[src/rtl/regfile_dump_ctrl_pkg.sv]
// Shared definitions for the register-file dump/load controller.
package regfile_dump_ctrl_pkg;

  // Controller states
  typedef enum logic [2:0] {
    ST_IDLE = 3'd0,
    ST_HALT = 3'd1,
    ST_READ = 3'd2,
    ST_SEND = 3'd3,
    ST_LOAD = 3'd4,
    ST_DONE = 3'd5
  } rf_dump_state_e;

  // Operation mode captured together with the start request
  localparam logic MODE_DUMP = 1'b0;
  localparam logic MODE_LOAD = 1'b1;

  // First register index of a walk; r0 is skipped when it is hardwired to zero
  function automatic int unsigned first_index(input int unsigned skip_r0);
    return (skip_r0 != 0) ? 32'd1 : 32'd0;
  endfunction

endpackage

[src/rtl/regfile_dump_ctrl.sv]
// Debug-side register file walker: halts core writeback, then streams every
// register out over a valid/ready channel. Optional load mode (macro
// RF_DUMP_LOAD_EN) restores registers from an input stream instead.
module regfile_dump_ctrl
  import regfile_dump_ctrl_pkg::*;
#(
  parameter int unsigned REG_WIDTH      = 32,
  parameter int unsigned REG_ADDR_WIDTH = 5,
  parameter int unsigned SKIP_R0        = 1
) (
  input  logic                      Clk_i,
  input  logic                      Rst_i,
  input  logic                      Start_i,
  input  logic                      Abort_i,
  output logic                      Halt_Req_o,
  input  logic                      Halt_Ack_i,
  output logic                      Busy_o,
  output logic                      Done_o,
  output logic [REG_ADDR_WIDTH-1:0] Rf_Sel_o,
  input  logic [REG_WIDTH-1:0]      Rf_Data_i,
`ifdef RF_DUMP_LOAD_EN
  input  logic                      Mode_i,
  input  logic                      Load_Valid_i,
  output logic                      Load_Ready_o,
  input  logic [REG_WIDTH-1:0]      Load_Data_i,
  output logic                      Rf_We_o,
  output logic [REG_ADDR_WIDTH-1:0] Rf_Wsel_o,
  output logic [REG_WIDTH-1:0]      Rf_Wdata_o,
`endif
  output logic                      Dump_Valid_o,
  input  logic                      Dump_Ready_i,
  output logic [REG_ADDR_WIDTH-1:0] Dump_Idx_o,
  output logic [REG_WIDTH-1:0]      Dump_Data_o
);

  localparam int unsigned REG_COUNT = 2 ** REG_ADDR_WIDTH;
  localparam logic [REG_ADDR_WIDTH-1:0] FIRST_IDX = REG_ADDR_WIDTH'(first_index(SKIP_R0));
  localparam logic [REG_ADDR_WIDTH-1:0] LAST_IDX  = REG_ADDR_WIDTH'(REG_COUNT - 1);

  rf_dump_state_e              state_q, state_d;
  logic [REG_ADDR_WIDTH-1:0]   idx_q, idx_d;
  logic                        halt_q, halt_d;
  logic                        busy_q, busy_d;
  logic                        done_q, done_d;
  logic                        valid_q, valid_d;
  logic [REG_ADDR_WIDTH-1:0]   didx_q, didx_d;
  logic [REG_WIDTH-1:0]        ddata_q, ddata_d;
`ifdef RF_DUMP_LOAD_EN
  logic                        mode_q, mode_d;
  logic                        lready_q, lready_d;
  logic                        load_acc;

  assign load_acc = Load_Valid_i & lready_q;
`endif

  // State register
  always_ff @(posedge Clk_i) begin
    if (Rst_i) begin
      state_q <= ST_IDLE;
    end else begin
      state_q <= state_d;
    end
  end

  // Next-state, walk index and output register next values
  always_comb begin
    state_d = state_q;
    idx_d   = idx_q;
    halt_d  = halt_q;
    valid_d = valid_q;
    didx_d  = didx_q;
    ddata_d = ddata_q;
`ifdef RF_DUMP_LOAD_EN
    mode_d  = mode_q;
`endif

    unique case (state_q)
      ST_IDLE: begin
        if (Start_i) begin
          state_d = ST_HALT;
          halt_d  = 1'b1;
          idx_d   = FIRST_IDX;
`ifdef RF_DUMP_LOAD_EN
          mode_d  = Mode_i;
`endif
        end
      end
      ST_HALT: begin
        if (Halt_Ack_i) begin
`ifdef RF_DUMP_LOAD_EN
          state_d = (mode_q == MODE_LOAD) ? ST_LOAD : ST_READ;
`else
          state_d = ST_READ;
`endif
        end
      end
      ST_READ: begin
        ddata_d = Rf_Data_i;
        didx_d  = idx_q;
        valid_d = 1'b1;
        state_d = ST_SEND;
      end
      ST_SEND: begin
        if (Dump_Ready_i) begin
          valid_d = 1'b0;
          if (idx_q == LAST_IDX) begin
            state_d = ST_DONE;
          end else begin
            idx_d   = idx_q + REG_ADDR_WIDTH'(1);
            state_d = ST_READ;
          end
        end
      end
`ifdef RF_DUMP_LOAD_EN
      ST_LOAD: begin
        if (load_acc) begin
          if (idx_q == LAST_IDX) begin
            state_d = ST_DONE;
          end else begin
            idx_d = idx_q + REG_ADDR_WIDTH'(1);
          end
        end
      end
`endif
      ST_DONE: begin
        halt_d  = 1'b0;
        state_d = ST_IDLE;
      end
      default: begin
        halt_d  = 1'b0;
        valid_d = 1'b0;
        state_d = ST_IDLE;
      end
    endcase

    // Abort wins over any transition, including a beat accepted this cycle
    if (Abort_i && (state_q != ST_IDLE)) begin
      state_d = ST_IDLE;
      halt_d  = 1'b0;
      valid_d = 1'b0;
    end

    busy_d = (state_d != ST_IDLE);
    done_d = (state_d == ST_DONE);
`ifdef RF_DUMP_LOAD_EN
    lready_d = (state_d == ST_LOAD);
`endif
  end

  // Walk index and registered outputs
  always_ff @(posedge Clk_i) begin
    if (Rst_i) begin
      idx_q    <= '0;
      halt_q   <= 1'b0;
      busy_q   <= 1'b0;
      done_q   <= 1'b0;
      valid_q  <= 1'b0;
      didx_q   <= '0;
      ddata_q  <= '0;
`ifdef RF_DUMP_LOAD_EN
      mode_q   <= MODE_DUMP;
      lready_q <= 1'b0;
`endif
    end else begin
      idx_q    <= idx_d;
      halt_q   <= halt_d;
      busy_q   <= busy_d;
      done_q   <= done_d;
      valid_q  <= valid_d;
      didx_q   <= didx_d;
      ddata_q  <= ddata_d;
`ifdef RF_DUMP_LOAD_EN
      mode_q   <= mode_d;
      lready_q <= lready_d;
`endif
    end
  end

  assign Halt_Req_o   = halt_q;
  assign Busy_o       = busy_q;
  assign Done_o       = done_q;
  assign Rf_Sel_o     = idx_q;
  assign Dump_Valid_o = valid_q;
  assign Dump_Idx_o   = didx_q;
  assign Dump_Data_o  = ddata_q;

`ifdef RF_DUMP_LOAD_EN
  // Write port is driven only while loading so it idles at zero otherwise
  assign Load_Ready_o = lready_q;
  assign Rf_We_o      = load_acc;
  assign Rf_Wsel_o    = lready_q ? idx_q : '0;
  assign Rf_Wdata_o   = lready_q ? Load_Data_i : '0;
`endif

endmodule

[config.mk]
export PLATFORM = sky130hd
export DESIGN_NAME = regfile_dump_ctrl
export DESIGN_NICKNAME = d
export VERILOG_FILES = /design/src/rtl/regfile_dump_ctrl_pkg.sv /design/src/rtl/regfile_dump_ctrl.sv
export SDC_FILE = /design/constraint.sdc
export NUM_CORES = 1
export LEC_CHECK = 0
export CAP_MARGIN = 20
export CORE_MARGIN = 8
export CORE_UTILIZATION = 45
export DETAILED_ROUTE_END_ITERATION = 8
export PLACE_DENSITY = 0.84
export SETUP_SLACK_MARGIN = 0.5
export SLEW_MARGIN = 20
export SYNTH_ARGS = -nofsm -noshare
export SYNTH_HDL_FRONTEND = slang
export SYNTH_SLANG_ARGS = --single-unit
[constraint.sdc]
create_clock -name Clk_i -period 4.2 [get_ports Clk_i]
set_input_delay 0.42 -clock Clk_i [delete_from_list [all_inputs] [get_ports Clk_i]]
set_output_delay 0.42 -clock Clk_i [all_outputs]
set_load 0.03 [all_outputs]
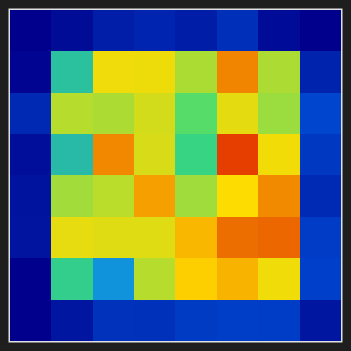
Figure 1: run 1, cell density map.
(4 px per µm) 8 x 8 tiles, from dark blue (low) to red (high), 0 to 100% covered.
nearly empty tiles: 7.8%
densest ninth of the die: center
fullest tile: 93%
mean over tiles: 42%
tiles over 75% full: 16%
end-of-flow core utilization: 67.36%
FP Util: 46.33%

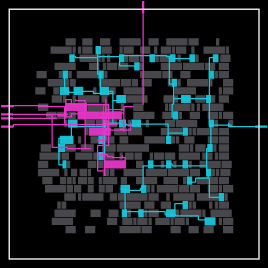
Figure 2: run 1, I/O nets highlighted.
(3 px per µm)
[Rf_Sel_o] magenta | bits: 5 | direction: output | edge: 4 west, 1 north | end cells: 5 | buffers: 5 | wire: 328 µm
[Rst_i] cyan | bits: 1 | direction: input | edge: east | end cells: 46 | buffers: 1 | wire: 383 µm
IO Port Bufs: 83
num ports: 84

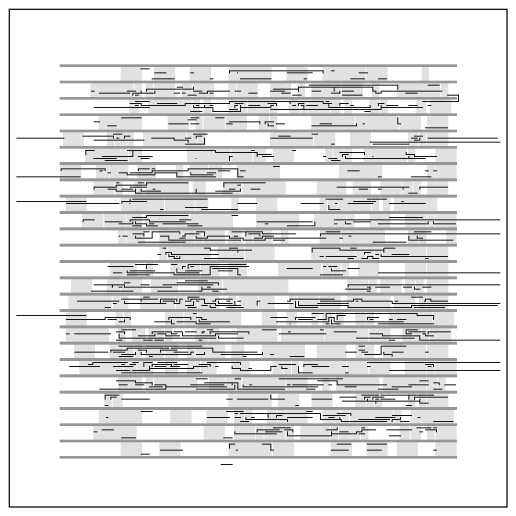
Figure 3: run 1, signal wires on met1.
(6 px per µm) Supply wires on this layer in gray.
nets with wire on the layer: 298
main direction: horizontal
longest straight run: 29.9 µm
share of all routed wire: 43%
wire length on this layer: 2,220 µm
Detailed Route WL: 5107 µm
Via Count: 1,794
routing usage on met1: 18.06%

## run 1: layer usage
metal | up-vias | part of all wire, %
met1 | 802 | 43
met2 | 58 | 45
met3 | 6 | 10
li1 | 928 | -
met5 | - | 0
met4 | 0 | 1.0
## run 1: power by group
part,total [mW],internal (mW),switching [mW]
clock network,0.346,0.194,0.152
logic,0.162,0.0789,0.0833
registers,0.497,0.482,0.0151
total,1.00,0.755,0.250
## run 1: worst reg2reg max path, stage by stage, from the launching register on
cell and delay (ns):
dfxtp_1 0.36, ha_1 0.24, and3_1 0.20, ha_1 0.23, nand4b_1 0.26, a21oi_4 0.24
mux2i_1 0.21
## run 1: cell type report
type                       count  area (µm²)
clock buffer                   7       86.33
clock inverter                 1       30.03
fill                         362        1411
inverter                       1       3.754
multi-input combinational    167       905.9
sequential                    49       980.9
tap                           52       65.06
timing repair buffer          85       840.8
## run 1: flip-flops by register name, summed over array words and instances, names as in the netlist
register / flops
state_q: 3
Dump_Idx_o: 5
Rf_Sel_o: 5
Done_o: 1
Dump_Data_o: 32
Dump_Valid_o: 1
Busy_o: 1
Halt_Req_o: 1
## run 1: stage by stage
stage | power, mW | setup slack [ns] | std cells
6_report | 1.005 | 2.271 | 362
5_1_grt | 1.053 | 2.220 | 362
4_1_cts | 1.016 | 2.264 | 362
3_5_place_dp | 0.6717 | 2.356 | 354
3_3_place_gp | 0.6693 | 2.434 | 354
2_1_floorplan | 0.6001 | 2.444 | 232
## run 1: cells in the mapped netlist, drive strengths merged (3+ instances only)
master  instances
nor2b           3
nand2          81
buf            10
clkbuf          5
nand3b          3
nor2            5
a21oi          40
nand2b          3
dfxtp          49
## run 1: final timing paths
kind                                              startpoint                      endpoint  slack (ns)  depth (start not counted)
worst min register to register  Dump_Data_o[29]$_SDFFE_PP0P_  Dump_Data_o[29]$_SDFFE_PP0P_        0.46                          2
worst max-delay path                Rf_Sel_o[2]$_SDFFE_PP0P_                   Rf_Sel_o[2]        2.27                          1
worst min-delay path            Dump_Data_o[29]$_SDFFE_PP0P_  Dump_Data_o[29]$_SDFFE_PP0P_        0.46                          2
worst max register to register      Rf_Sel_o[0]$_SDFFE_PP0P_      Rf_Sel_o[4]$_SDFFE_PP0P_        2.39                          6
## run 1: logic make-up (layout without fill, tap and decap cells)
kind of cell    after synthesis  count (layout)  share of synthesized area, %
simple gates                111             111                         26.61
buf+inv                      16              94                         5.809
fa+ha+maj                     2               2                         1.249
mux                           2               2                        0.9994
compound gates               52              52                         16.37
flops                        49              49                         48.97
==> results_dict.tcl, run 1 <==
# collected from the flow reports
set metrics [dict create \
    clkLatencyLatePin_ns 0.30 \
    synthCells 232 \
    slowest_stage "clkdlybuf4s50_1" \
    criticalPathCategory "reg -> out" \
    rsz0062_at_grt "false" \
    postCtsHoldBufs 0 \
    worst_slew_margin_rel_pct 41.61 \
    clock_skew_ns 0.005798 \
    outcome "finished clean" \
    synth_flop_count 49 \
    critPathCaptureType "output pin" \
    crit_arrival_ns 1.51 \
    synthesis.area_mm2 0.002003 \
    slew_viol_final 0 \
    dp_hpwl_um 3612 \
    cp_cell_sequence "clkdlybuf4s50_1" \
    cts_tree "built" \
    drt_pass1_iterations 4 \
    top_area_share_pct 48.97 \
    wl_per_cell_um 14.11 \
    routabilityCongestion 0.8040 \
    numCtsBuffers 5 \
    setup_viol 0 \
    cts.clk_slew.worst_paths_ns 0.09 \
    hp-class "reg -> reg" \
    grt_busiest_layer "met2" \
    areaGrowthSynthToFinish_pct 45.41 \
    cts_resized 0 \
    area_leaders "dfxtp_1, nand2_1, a21oi_1" \
    crit_family "buffers and inverters" \
    drv_cap 0 \
    via_per_inst 4.956 \
    startpoint_type "register" \
    power.leakage_nw 1.000 \
    min_period_ns 1.929 \
    tightest_slew_ns 0.8758 \
    max_clock_freq_ghz 0.5183 \
    yosysTopAreaCell "dfxtp_1" \
    grt_pass1_wl_um 7990 \
    antenna_left 0 \
]
Figure 4. Placed cells, one color a class (run 1).
(4 px per µm)
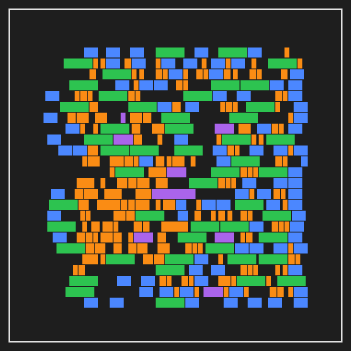

==> run 1 -> run 2 <==
Settings changed: CORE_UTILIZATION 45 to 38, PLACE_DENSITY 0.84 to 0.75.
Clock period 4.2 ns to 1.7 ns, I/O delays scaled along.
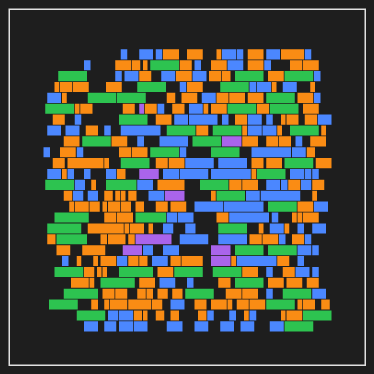
Figure 5: run 2, placed cells, one color a class.
(4 px per µm)
[clock drivers and dummy loads] purple | cells: 8 | share of their area: 3.1%
[remaining buffers and delay cells] blue | cells: 115 | share of their area: 31%
[combinational and other logic] orange | cells: 168 | share of their area: 38%
[sequential cells] green | cells: 49 | share of their area: 28%
sequential cell area share: 26.86%
row cnt: 26

==> results_dict.tcl, run 2 <==
# collected from the flow reports
set metrics [dict create \
    io_buffers 83 \
    timing.rr.end "Rf_Sel_o[1]$_SDFFE_PP0P_" \
    power.leakage_nw 1.428 \
    synth_dominant_cell_count "nand2_1" \
    min_path_cells 2 \
    pre_cts_ws_ns 0.05968 \
    rsz0062_at_grt "true" \
    clock_skew_ns 0.01046 \
    placed_area_mm2 0.002900 \
    crit_fanout 4 \
    rrSetupSlack_ns 0.08 \
    drv_cap 0 \
    ys_warn_count 0 \
    postCtsHoldBufs 0 \
    via_per_inst 5.083 \
    yosysTopAreaCell "dfxtp_1" \
    drive_above_1_share_pct 55.59 \
    areaGrowthSynthToFinish_pct 86.51 \
    dp_cells 376 \
    min_to "Dump_Idx_o[3]$_SDFFE_PP0P_" \
    cts.clk_slew.worst_paths_ns 0.09 \
    criticalPathCategory "reg -> reg" \
    dp_hpwl_um 4043 \
    min_period_ns 1.622 \
    hp-start "Rst_i" \
    async_flop_share_pct 0 \
    peakVddDrop_v 0.0004059 \
    drtIter0Drc 82 \
    max_clock_freq_ghz 0.6166 \
    ys_cells 232 \
    final_common_cell "dfxtp_1" \
    tool_warnings 29 \
    largest_reg_flops 32 \
    top_cells_by_count "nand2_1, dfxtp_1, a21oi_1" \
    worst_slack_ns 0.07817 \
    cts_tree "built" \
    synthCells 232 \
    top_area_share_pct 48.97 \
    routabilityCongestion 0.8046 \
    antenna_left 0 \
    wl_per_cell_um 17.04 \
    drc 0 \
    drt_pass1_iterations 4 \
    critPathCaptureType "register" \
    tightest_slew_ns 0.5304 \
    cp.required_ns 1.92 \
    synth_flop_count 49 \
    root_buffer "clkbuf_8" \
    fin_crit_sh_pct 95.40 \
    instances_no_fill 410 \
    die_h_um 88.61 \
    hp-class "in -> reg" \
    grt_pass1_wl_um 10890 \
    routed_wl_um 6986 \
    ff2ff_path_depth 6 \
    worst_slew_margin_rel_pct 64.64 \
    clkLatencyLatePin_ns 0.30 \
    r2r-start "Rf_Sel_o[0]$_SDFFE_PP0P_" \
    final_nets 379 \
    io_pins 84 \
    numCtsBuffers 5 \
    setup_viol 0 \
    startpoint_type "register" \
    grt_overflow 0 \
    power.density_mw_per_mm2 716.9 \
    fp_util_pct 39.22 \
    synthesis.area_mm2 0.002003 \
    fillers 388 \
    crit_arrival_ns 1.84 \
    tns_ns 0 \
    area_leaders "dfxtp_1, nand2_1, a21oi_1" \
    dr_total_vias 2084 \
    grt_pass1_vias 2171 \
    ys_chip_area_mm2 0.002003 \
    ff_type "dfxtp_1" \
    synth_area_per_cell_um2 8.634 \
    slew_viol_final 0 \
    final_area_mm2 0.003736 \
    outcome "finished clean" \
    edf_count 0 \
]
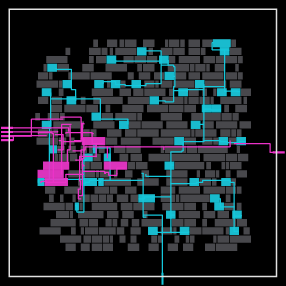
Figure 6: run 2, I/O nets highlighted.
(3 px per µm)
[Rst_i] cyan | bits: 1 | direction: input | edge: south | end cells: 46 | buffers: 2 | wire: 495 µm
[Rf_Sel_o] magenta | bits: 5 | direction: output | edge: 4 west, 1 east | end cells: 5 | buffers: 7 | wire: 353 µm

==> run 2: cell count changes in the layout (fill, tap and decap cells not counted), moves of 3 or more <==
| cell | previous run | this run |
|---|---|---|
| clkdlybuf4s50_1 | 82 | 36 |
| nand2_1 | 76 | 34 |
| nand2_4 | 0 | 40 |
| a21oi_1 | 32 | 2 |
| a21oi_2 | 7 | 36 |
| clkbuf_2 | 0 | 26 |
| buf_2 | 1 | 15 |
| buf_12 | 0 | 8 |
| buf_4 | 2 | 10 |
| dfxtp_1 | 49 | 41 |
| buf_16 | 0 | 7 |
| buf_6 | 0 | 7 |
| dfxtp_4 | 0 | 5 |
| dfxtp_2 | 0 | 3 |
==> run 2: worst max path at each step <==
stage,startpoint,to
2_1_floorplan,Rf_Sel_o[1]$_SDFFE_PP0P_,Rf_Sel_o[1]$_SDFFE_PP0P_
3_3_place_gp,Rf_Sel_o[1]$_SDFFE_PP0P_,Rf_Sel_o[1]$_SDFFE_PP0P_
3_5_place_dp,Rf_Sel_o[1]$_SDFFE_PP0P_,Rf_Sel_o[1]$_SDFFE_PP0P_
4_1_cts,Rf_Sel_o[0]$_SDFFE_PP0P_,Rf_Sel_o[1]$_SDFFE_PP0P_
5_1_grt,Rf_Sel_o[0]$_SDFFE_PP0P_,Rf_Sel_o[1]$_SDFFE_PP0P_
6_report,Rf_Sel_o[0]$_SDFFE_PP0P_,Rf_Sel_o[1]$_SDFFE_PP0P_
==> run 2: cells by family after synthesis <==
logic type / count (synthesis) / share of synthesized area (%)
multiplexers: 2 / 0.9994
buffers and inverters: 16 / 5.809
adder cells (fa/ha/maj): 2 / 1.249
AND-OR/OR-AND: 52 / 16.37
flip-flops: 49 / 48.97
AND/OR/NAND/NOR: 111 / 26.61
==> run 2: worst max-delay path: stages (launching register included) <==
cell and delay [ns]:
dfxtp_4 0.36, ha_4 0.16, and3_4 0.18, ha_4 0.16, nand4b_1 0.26, a21oi_4 0.23
mux2i_1 0.20
==> run 2: metrics by stage <==
stage	hold WS (ns)	total power [mW]	util (%)
6_report	0.2639	2.679	73.15
5_1_grt	0.2668	2.789	73.15
4_1_cts	0.2450	2.643	72.81
3_5_place_dp	0.4421	1.676	56.79
3_3_place_gp	0.4374	1.669	56.79
2_1_floorplan	0.2812	1.485	-
==> run 2: timing repair <==
item	in CTS	in global routing
pin swaps	42	29
resized	208	103
setup buffers	16	3
setup endpoints to repair	92	90
cloned	7	0
==> run 2: area by class of cell <==
type / count / area [µm²] / share of cell area (%)
clock buffer: 8 / 111.4 / 2.981
inverter: 1 / 3.754 / 0.1005
multi-input combinational: 167 / 1399 / 37.44
tap: 70 / 87.58 / 2.344
timing repair buffer: 115 / 1131 / 30.27
sequential: 49 / 1003 / 26.86
==> run 2: routing by layer <==
layer  vias to the layer above  part of all wire, %  track usage (%)
li1                        995                    -                -
met1                       994                   41            19.84
met2                        85                   51            31.70
met3                        10                  7.0            4.457
met4                         0                  1.4            5.376
met5                         -                    0                0
==> run 2: power by group <==
part	internal [mW]	switching (mW)	leakage [nW]	total [mW]
clock network	0.421	0.370	0.0566	0.791
registers	1.19	0.0442	0.402	1.23
logic	0.332	0.323	0.969	0.656
total	1.94	0.737	1.43	2.68
Power and IR drop assume default switching activity.
